<file path="src/rtl/game_pkg.sv">
// Shared game definitions: state-generator codes, arrow codes, judge FSM states
// and the small BCD/LFSR helpers used by the judge and the display path.
package game_pkg;

    localparam logic [1:0] GS_GAME  = 2'd0;
    localparam logic [1:0] GS_PAUSE = 2'd1;
    localparam logic [1:0] GS_RESET = 2'd2;

    localparam logic [4:0] ARROW_FIRST = 5'd10;
    localparam logic [4:0] ARROW_NONE  = 5'd20;

    typedef enum logic [1:0] {
        J_IDLE,
        J_SHOW,
        J_HIT,
        J_MISS
    } judge_state_e;

    typedef struct packed {
        logic [3:0] tens;
        logic [3:0] ones;
    } bcd2_t;

    // Button mask order is {up, down, left, right}.
    function automatic logic [3:0] arrow_mask(input logic [4:0] code);
        logic [3:0] m;
        case (code)
            5'd10:   m = 4'b1000;
            5'd11:   m = 4'b0100;
            5'd12:   m = 4'b0010;
            5'd13:   m = 4'b0001;
            5'd14:   m = 4'b1100;
            5'd15:   m = 4'b1010;
            5'd16:   m = 4'b1001;
            5'd17:   m = 4'b0110;
            5'd18:   m = 4'b0101;
            5'd19:   m = 4'b0011;
            default: m = 4'b0000;
        endcase
        return m;
    endfunction

    function automatic logic [4:0] arrow_from_lfsr(input logic [5:0] lfsr);
        return ARROW_FIRST + 5'(lfsr % 6'd10);
    endfunction

    function automatic logic [5:0] lfsr_next(input logic [5:0] v);
        return {v[4:0], v[5] ^ v[4]};
    endfunction

    function automatic bcd2_t bcd2_inc(input bcd2_t v);
        bcd2_t r;
        r = v;
        if (v.tens == 4'd9 && v.ones == 4'd9) begin
            r = v;
        end else if (v.ones == 4'd9) begin
            r.tens = v.tens + 4'd1;
            r.ones = 4'd0;
        end else begin
            r.ones = v.ones + 4'd1;
        end
        return r;
    endfunction

    function automatic logic bcd2_gt(input bcd2_t a, input bcd2_t b);
        return (a.tens > b.tens) || ((a.tens == b.tens) && (a.ones > b.ones));
    endfunction

endpackage

</file>
<file path="src/rtl/arrow_judge_if.sv">
// Game-side bundle of the arrow judge: state/tick/buttons in, arrow, feedback
// and BCD scores out. master = state generator side, slave = judge.
interface arrow_judge_if;

    logic [1:0] state;
    logic       game_tick;
    logic       btn_up;
    logic       btn_down;
    logic       btn_left;
    logic       btn_right;

    logic [4:0] arrow;
    logic       hit;
    logic       miss;
    logic       combo_pulse;
    logic [3:0] combo_tens;
    logic [3:0] combo_ones;
    logic [3:0] best_tens;
    logic [3:0] best_ones;

    modport master (
        output state, game_tick, btn_up, btn_down, btn_left, btn_right,
        input  arrow, hit, miss, combo_pulse,
        input  combo_tens, combo_ones, best_tens, best_ones
    );

    modport slave (
        input  state, game_tick, btn_up, btn_down, btn_left, btn_right,
        output arrow, hit, miss, combo_pulse,
        output combo_tens, combo_ones, best_tens, best_ones
    );

endinterface

</file>
<file path="src/rtl/bcd2_counter.sv">
// Two-digit BCD counter: increment saturating at 99, synchronous clear
// (priority over increment), asynchronous active-high reset.
module bcd2_counter
    import game_pkg::*;
(
    input  logic  clk,
    input  logic  Reset_press,
    input  logic  inc,
    input  logic  clr,
    output bcd2_t value,
    output bcd2_t value_inc
);

    bcd2_t count_q, count_d;

    // NOTE: every always_comb output is given a default first so no path leaves it unassigned (no latch).
    always_comb begin
        count_d = count_q;
        if (clr) begin
            count_d = '0;
        end else if (inc) begin
            count_d = bcd2_inc(count_q);
        end
    end

    // NOTE: state flops use non-blocking assignments so all registers update together at the edge.
    always_ff @(posedge clk or posedge Reset_press) begin
        if (Reset_press) begin
            count_q <= '0;
        end else begin
            count_q <= count_d;
        end
    end

    assign value     = count_q;
    assign value_inc = bcd2_inc(count_q);

endmodule

</file>
<file path="src/rtl/arrow_judge.sv">
// Arrow judge: shows one LFSR-chosen arrow at a time, judges button presses
// inside a tick window, and keeps a saturating BCD combo and best combo.
module arrow_judge
    import game_pkg::*;
#(
    parameter int unsigned WINDOW_TICKS   = 8,
    parameter int unsigned FEEDBACK_TICKS = 2,
    parameter logic [5:0]  LFSR_SEED      = 6'b101011
) (
    input logic           clk,
    input logic           Reset_press,
    arrow_judge_if.slave  bus
);

    localparam int unsigned TIMER_MAX = (WINDOW_TICKS > FEEDBACK_TICKS) ? WINDOW_TICKS : FEEDBACK_TICKS;
    localparam int          TW        = $clog2(TIMER_MAX + 1);

    judge_state_e fsm_q, fsm_d;
    logic [TW-1:0] timer_q, timer_d;
    logic [3:0]    pressed_q, pressed_d;
    logic [4:0]    arrow_q, arrow_d;
    logic          hit_q, hit_d;
    logic          miss_q, miss_d;
    logic          pulse_q, pulse_d;
    logic [5:0]    lfsr_q, lfsr_d;
    bcd2_t         best_q, best_d;

    logic [3:0] btn_mask;
    logic [3:0] required;
    logic       go_show, go_hit, go_miss;
    logic       combo_inc, combo_clr;
    bcd2_t      combo, combo_next;

    assign btn_mask = {bus.btn_up, bus.btn_down, bus.btn_left, bus.btn_right};
    assign required = arrow_mask(arrow_q);

    bcd2_counter u_combo (
        .clk         (clk),
        .Reset_press (Reset_press),
        .inc         (combo_inc),
        .clr         (combo_clr),
        .value       (combo),
        .value_inc   (combo_next)
    );

    always_comb begin
        fsm_d     = fsm_q;
        timer_d   = timer_q;
        pressed_d = pressed_q;
        arrow_d   = arrow_q;
        hit_d     = hit_q;
        miss_d    = miss_q;
        pulse_d   = 1'b0;
        lfsr_d    = lfsr_q;
        best_d    = best_q;
        go_show   = 1'b0;
        go_hit    = 1'b0;
        go_miss   = 1'b0;
        combo_inc = 1'b0;
        combo_clr = 1'b0;

        case (bus.state)
            GS_RESET: begin
                fsm_d     = J_IDLE;
                timer_d   = '0;
                pressed_d = '0;
                arrow_d   = ARROW_NONE;
                hit_d     = 1'b0;
                miss_d    = 1'b0;
                combo_clr = 1'b1;
            end
            GS_GAME: begin
                lfsr_d = lfsr_next(lfsr_q);
                unique case (fsm_q)
                    J_IDLE: go_show = bus.game_tick;
                    J_SHOW: begin
                        // Wrong press beats completion, completion beats the expiring tick.
                        pressed_d = pressed_q | btn_mask;
                        if ((btn_mask & ~required) != 4'b0000) begin
                            go_miss = 1'b1;
                        end else if ((pressed_q | btn_mask) == required) begin
                            go_hit = 1'b1;
                        end else if (bus.game_tick) begin
                            if (timer_q == TW'(1)) go_miss = 1'b1;
                            else                   timer_d = timer_q - TW'(1);
                        end
                    end
                    J_HIT, J_MISS: begin
                        if (bus.game_tick) begin
                            if (timer_q == TW'(1)) go_show = 1'b1;
                            else                   timer_d = timer_q - TW'(1);
                        end
                    end
                    default: ;
                endcase
            end
            GS_PAUSE: ;
            default: ;
        endcase

        if (go_show) begin
            fsm_d     = J_SHOW;
            arrow_d   = arrow_from_lfsr(lfsr_q);
            timer_d   = TW'(WINDOW_TICKS);
            pressed_d = '0;
            hit_d     = 1'b0;
            miss_d    = 1'b0;
        end
        if (go_hit) begin
            fsm_d     = J_HIT;
            arrow_d   = ARROW_NONE;
            timer_d   = TW'(FEEDBACK_TICKS);
            hit_d     = 1'b1;
            miss_d    = 1'b0;
            pulse_d   = 1'b1;
            combo_inc = 1'b1;
            if (bcd2_gt(combo_next, best_q)) best_d = combo_next;
        end
        if (go_miss) begin
            fsm_d     = J_MISS;
            arrow_d   = ARROW_NONE;
            timer_d   = TW'(FEEDBACK_TICKS);
            hit_d     = 1'b0;
            miss_d    = 1'b1;
            combo_clr = 1'b1;
        end
    end

    always_ff @(posedge clk or posedge Reset_press) begin
        if (Reset_press) begin
            fsm_q     <= J_IDLE;
            timer_q   <= '0;
            pressed_q <= '0;
            arrow_q   <= ARROW_NONE;
            hit_q     <= 1'b0;
            miss_q    <= 1'b0;
            pulse_q   <= 1'b0;
            lfsr_q    <= LFSR_SEED;
            best_q    <= '0;
        end else begin
            fsm_q     <= fsm_d;
            timer_q   <= timer_d;
            pressed_q <= pressed_d;
            arrow_q   <= arrow_d;
            hit_q     <= hit_d;
            miss_q    <= miss_d;
            pulse_q   <= pulse_d;
            lfsr_q    <= lfsr_d;
            best_q    <= best_d;
        end
    end

    assign bus.arrow       = arrow_q;
    assign bus.hit         = hit_q;
    assign bus.miss        = miss_q;
    assign bus.combo_pulse = pulse_q;
    assign bus.combo_tens  = combo.tens;
    assign bus.combo_ones  = combo.ones;
    assign bus.best_tens   = best_q.tens;
    assign bus.best_ones   = best_q.ones;

endmodule

</file>
<file path="src/flat_wrapper.sv">
// flat-port wrapper written by rule: the top's interface ports become plain ports
module arrow_judge_flat import game_pkg::*;
#(
    parameter int unsigned WINDOW_TICKS   = 8,
    parameter int unsigned FEEDBACK_TICKS = 2,
    parameter logic [5:0]  LFSR_SEED      = 6'b101011
)
  (clk, Reset_press, bus_state, bus_game_tick, bus_btn_up, bus_btn_down, bus_btn_left, bus_btn_right, bus_arrow, bus_hit, bus_miss, bus_combo_pulse, bus_combo_tens, bus_combo_ones, bus_best_tens, bus_best_ones);
  arrow_judge_if bus_i ();
  input logic clk;
  input logic Reset_press;
  input wire logic [$bits(bus_i.state)-1:0] bus_state;
  input wire logic [$bits(bus_i.game_tick)-1:0] bus_game_tick;
  input wire logic [$bits(bus_i.btn_up)-1:0] bus_btn_up;
  input wire logic [$bits(bus_i.btn_down)-1:0] bus_btn_down;
  input wire logic [$bits(bus_i.btn_left)-1:0] bus_btn_left;
  input wire logic [$bits(bus_i.btn_right)-1:0] bus_btn_right;
  output wire logic [$bits(bus_i.arrow)-1:0] bus_arrow;
  output wire logic [$bits(bus_i.hit)-1:0] bus_hit;
  output wire logic [$bits(bus_i.miss)-1:0] bus_miss;
  output wire logic [$bits(bus_i.combo_pulse)-1:0] bus_combo_pulse;
  output wire logic [$bits(bus_i.combo_tens)-1:0] bus_combo_tens;
  output wire logic [$bits(bus_i.combo_ones)-1:0] bus_combo_ones;
  output wire logic [$bits(bus_i.best_tens)-1:0] bus_best_tens;
  output wire logic [$bits(bus_i.best_ones)-1:0] bus_best_ones;
  assign bus_i.state = bus_state;
  assign bus_i.game_tick = bus_game_tick;
  assign bus_i.btn_up = bus_btn_up;
  assign bus_i.btn_down = bus_btn_down;
  assign bus_i.btn_left = bus_btn_left;
  assign bus_i.btn_right = bus_btn_right;
  assign bus_arrow = bus_i.arrow;
  assign bus_hit = bus_i.hit;
  assign bus_miss = bus_i.miss;
  assign bus_combo_pulse = bus_i.combo_pulse;
  assign bus_combo_tens = bus_i.combo_tens;
  assign bus_combo_ones = bus_i.combo_ones;
  assign bus_best_tens = bus_i.best_tens;
  assign bus_best_ones = bus_i.best_ones;
  arrow_judge #(.WINDOW_TICKS(WINDOW_TICKS), .FEEDBACK_TICKS(FEEDBACK_TICKS), .LFSR_SEED(LFSR_SEED)) u_core (.clk(clk), .Reset_press(Reset_press), .bus(bus_i));
endmodule
</file>
<file path="config.mk">
export PLATFORM = sky130hd
export DESIGN_NAME = arrow_judge_flat
export DESIGN_NICKNAME = d
export VERILOG_FILES = /design/src/rtl/game_pkg.sv /design/src/rtl/arrow_judge_if.sv /design/src/rtl/bcd2_counter.sv /design/src/rtl/arrow_judge.sv /design/src/flat_wrapper.sv
export SDC_FILE = /design/constraint.sdc
export NUM_CORES = 1
export LEC_CHECK = 0
export CELL_PAD_IN_SITES_DETAIL_PLACEMENT = 1
export CELL_PAD_IN_SITES_GLOBAL_PLACEMENT = 1
export CORE_UTILIZATION = 44
export DETAILED_ROUTE_END_ITERATION = 10
export PLACE_DENSITY = 0.85
export SETUP_SLACK_MARGIN = 0.02
export SYNTH_ARGS = -nofsm -noshare
export SYNTH_HDL_FRONTEND = slang
export SYNTH_SLANG_ARGS = --single-unit
</file>
<file path="constraint.sdc">
create_clock -name clk -period 4.25 [get_ports clk]
set_clock_uncertainty 0.1 [all_clocks]
set_input_delay 0.85 -clock clk [delete_from_list [all_inputs] [get_ports clk]]
set_output_delay 0.85 -clock clk [all_outputs]
set_load 0.1 [all_outputs]
</file>
Wire density map:
Scale bar: 20 µm. 17 x 17 tiles, from dark purple (low) to yellow (high), scaled to the fullest tile. Values are wire area over tile area, all layers added.
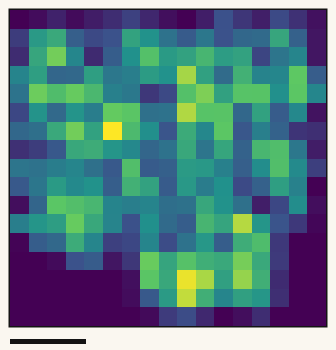
- tiles over half the peak: 35%
- emptiest ninth of the die: bottom left
- fullest tile: 0.44
- nearly empty tiles: 13%
- mean over tiles: 0.16

Drive-strength map:
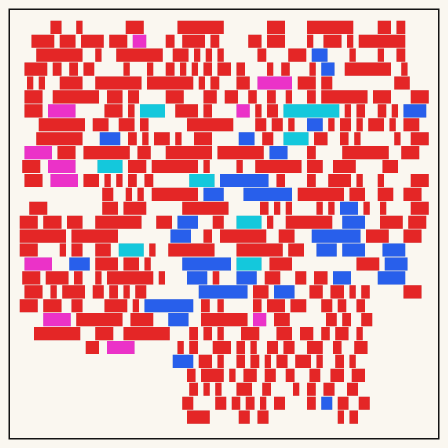
- magenta: _3 and _4 cells (cells 11; share 3.2%)
- blue: _2 cells (cells 31; share 8.9%)
- red: _0 and _1 cells (cells 299; share 86%)
- cyan: _6 and larger (cells 8; share 2.3%)

Cells coloured by class:
Scale bar: 20 µm.
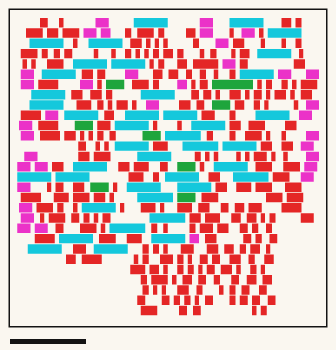
- red: combinational and other logic (cells 266; share of their area 56%)
- green: clock drivers and dummy loads (cells 8; share of their area 3.8%)
- cyan: flops (cells 40; share of their area 30%)
- magenta: other buffers and delay cells (cells 35; share of their area 10%)

==> metrics.csv <==
stage,metric,value,unit
status,status,completed,
die,core area,0.00639,mm²
die,Init Core Util,45.9,%
clocking,CTS H-tree depth,2,
drt,initial DRC count,155,
critical_path,Worst R2R Start,u_core.u_combo.value[1],
global_routing,Total GRT Usage,22.3,%
clocking,clk buf depth,2,
drt,Post-DRT Antenna Nets,0,
critical_path,Worst setup SP type,flop,
clocking,CTS Root Cell,clkbuf_8,
critical_path,worst reg-to-reg path cell count,10,
critical_path,Crit Path Category,flop to flop,
power_and_ir_drop,P_leak,1.46,nW
drt,# DRC,0,
cells_and_area,ratio of cells with drive above 1 in the final layout,14.3,%
die,Rows,29,
critical_path,reg2reg setup slack,810,ps
drt,Initial DRT Pass Iterations,4,
run,tool warnings,33,
final_timing,Final Hold Violating Endpoints,0,
clocking,CTS Sinks,40,
die,Ports,33,
cells_and_area,FF+latch area,0.00101,mm²
cells_and_area,NumNets Final,377,
min_path,Tightest Hold Check Type,flop to flop,
synthesis,cell area after synthesis,0.00293,mm²
global_routing,largest net degree at the start of global routing,41,
synthesis,ys cells,321,
final_timing,Highest Clock Rate,291,MHz
synthesis,Syn Inst Count,321,
synthesis,synthesized area per cell,9.13,µm²
min_path,Hold Path Depth,2,
synthesis,Post-Syn Nets,350,
synthesis,yosys stat area,0.00293,mm²
synthesis,Synth Seq Share,34.4,%
global_routing,first-pass GRT wire length,12600,µm
synthesis,number of enable flip-flop cells,0,
synthesis,ys flops,40,
place,detailed placement HPWL,5400,µm
drt,Detailed Route WL,7410,µm
power_and_ir_drop,VDD IR-drop max,416,µV
critical_path,crit end category,flop,
cells_and_area,Comb gate area,0.00177,mm²
power_and_ir_drop,PD cells,576,mW/mm²
global_routing,Overflow after GRT,0,
final_timing,minimum clock period,3440,ps
final_timing,RSZ-0062 raised after global routing,false,
place,Placer Congestion,0.778,
global_routing,initial antenna violation count,0,
final_timing,"Period Utilization, post-route",80.8,%
synthesis,Main synth FF type,dfrtp_1,
drt,Avg WL per Cell,17.4,µm
drt,vias,2530,
final_timing,WHS,405,ps
clocking,cts repair resizes,0,
die,die area,0.00699,mm²
min_path,HP Start,u_core.pressed_q[2],
final_timing,Slew @ Worst Pin,989,ps
drt,vias per std cell,5.94,
synthesis,Yosys top cell by area,dfrtp_1,
clocking,clk latency late pin,300,ps
clocking,total CTS buffers,5,
final_timing,setup TNS,0,ps
cells_and_area,area growth from synthesis to layout,16.8,%
synthesis,ys async rst share,100,%
die,die height,83.6,µm
place,port bufs,32,
critical_path,Max Fanout on Critical Path,9,
critical_path,Worst R2R End,u_core.bus.best_ones[0],
final_timing,count of final setup violators,0,
clocking,Hold Buf Count CTS,0,
cells_and_area,Filler cells,744,
critical_path,CP required,4330,ps
final_timing,Rel. slew slack,33.9,%
global_routing,vias in the first global route,2650,
clocking,CTS tree,yes,
final_timing,Pins Over Slew Limit,0,
min_path,hold endpoint,u_core.pressed_q[2],
critical_path,CP arrival,3520,ps
synthesis,Synth cell types,67,
clocking,postcts setup bufs,0,
synthesis,most frequent cell after synthesis,dfrtp_1,
synthesis,Ys Warns,0,
==> where the power goes <==
group | switching [W] | total (W) | internal, W
Combinational | 0.000595 | 0.000989 | 0.000394
Sequential | 0.000160 | 0.000640 | 0.000480
Clock | 0.000136 | 0.000343 | 0.000207
==> per-stage QoR <==
stage | cells | cell area, µm² | setup slack, ps | total power, W | util (%)
6_report | 426 | 3420 | 814 | 0.00197 | 53.6
3_3_place_gp | 418 | 3300 | 945 | 0.00158 | 51.6
5_1_grt | 426 | 3420 | 507 | 0.00212 | 53.6
2_1_floorplan | 321 | 2930 | 552 | 0.00139 | -
3_5_place_dp | 418 | 3300 | 841 | 0.00163 | 51.6
4_1_cts | 426 | 3420 | 809 | 0.00198 | 53.6
==> cells in the final DEF (no fill, tap or decap), drive strengths merged, types with 4 or more instances in the layout <==
master / instances
nor3: 9
a21oi: 20
xor2: 6
nand4: 4
mux2: 14
nor2b: 7
o21ai: 21
ha: 20
a22o: 7
inv: 22
nand3: 5
nand2: 21
a211oi: 4
clkdlybuf4s50: 32
and3: 4
nor2: 29
nand2b: 6
dfrtp: 34
and2: 5
a31oi: 4
dfstp: 6
xnor2: 4
clkbuf: 7
==> state kept, by name (all words and copies together) (netlist names) <==
signal / count
u_core.pressed_q: 4
u_core.bus.best_ones: 4
u_core.lfsr_q: 6
u_core.bus.combo_pulse: 1
u_core.bus.best_tens: 4
u_core.u_combo.value: 8
u_core.timer_q: 4
u_core.bus.miss: 1
u_core.fsm_q: 2
u_core.bus.arrow: 5
u_core.bus.hit: 1
==> layer usage <==
metal	track usage [%]	up-vias	share of wire [%]
met5	0	-	0
met4	6.93	0	1.2
met3	3.36	9	2.6
met2	39.6	40	52
met1	27.8	1265	44
li1	-	1216	-
==> worst max-delay path, cell delays in order, from the launching register on <==
cell      delay, ps
dfrtp_1         470
nor4bb_1        540
o21ai_0         380
xor2_1          260
ha_1            330
nand2b_1        150
a21o_1          180
a21oi_1         150
nor2b_1          60
o221a_2         370
mux2_4          330
==> cell type report <==
cell class / instances / area share, %
flip-flops and latches: 40 / 29.5
multi-input cells: 244 / 51.6
clock inverters: 1 / 0.877
inverters: 22 / 2.41
well taps: 77 / 2.81
clock buffers: 7 / 2.81
repair buffers: 35 / 10.0
==> how the worst max path moves through the flow <==
stage	cells after the start	slack (ps)	endpoint	start
floorplan	11	550	u_core.bus.best_ones[0]	u_core.u_combo.value[3]
global placement	7	940	u_core.bus.best_ones[2]	bus_btn_left
detailed placement	7	840	u_core.bus.best_ones[0]	bus_btn_left
CTS	10	810	u_core.bus.best_ones[0]	u_core.u_combo.value[1]
global route	9	510	u_core.bus.best_ones[1]	u_core.u_combo.value[1]
finish	10	810	u_core.bus.best_ones[0]	u_core.u_combo.value[1]
==> logic make-up (layout without fill, tap and decap cells) <==
family | count (synthesis) | count (layout) | synth area share (%)
buffers and inverters | 37 | 65 | 5.34
multiplexers | 17 | 17 | 7.30
AND/OR/NAND/NOR | 107 | 107 | 19.5
adder cells (fa/ha/maj) | 20 | 20 | 8.54
flip-flops | 40 | 40 | 34.4
XOR/XNOR | 10 | 10 | 2.99
AND-OR/OR-AND | 90 | 90 | 21.9
Power and IR drop assume default switching activity.
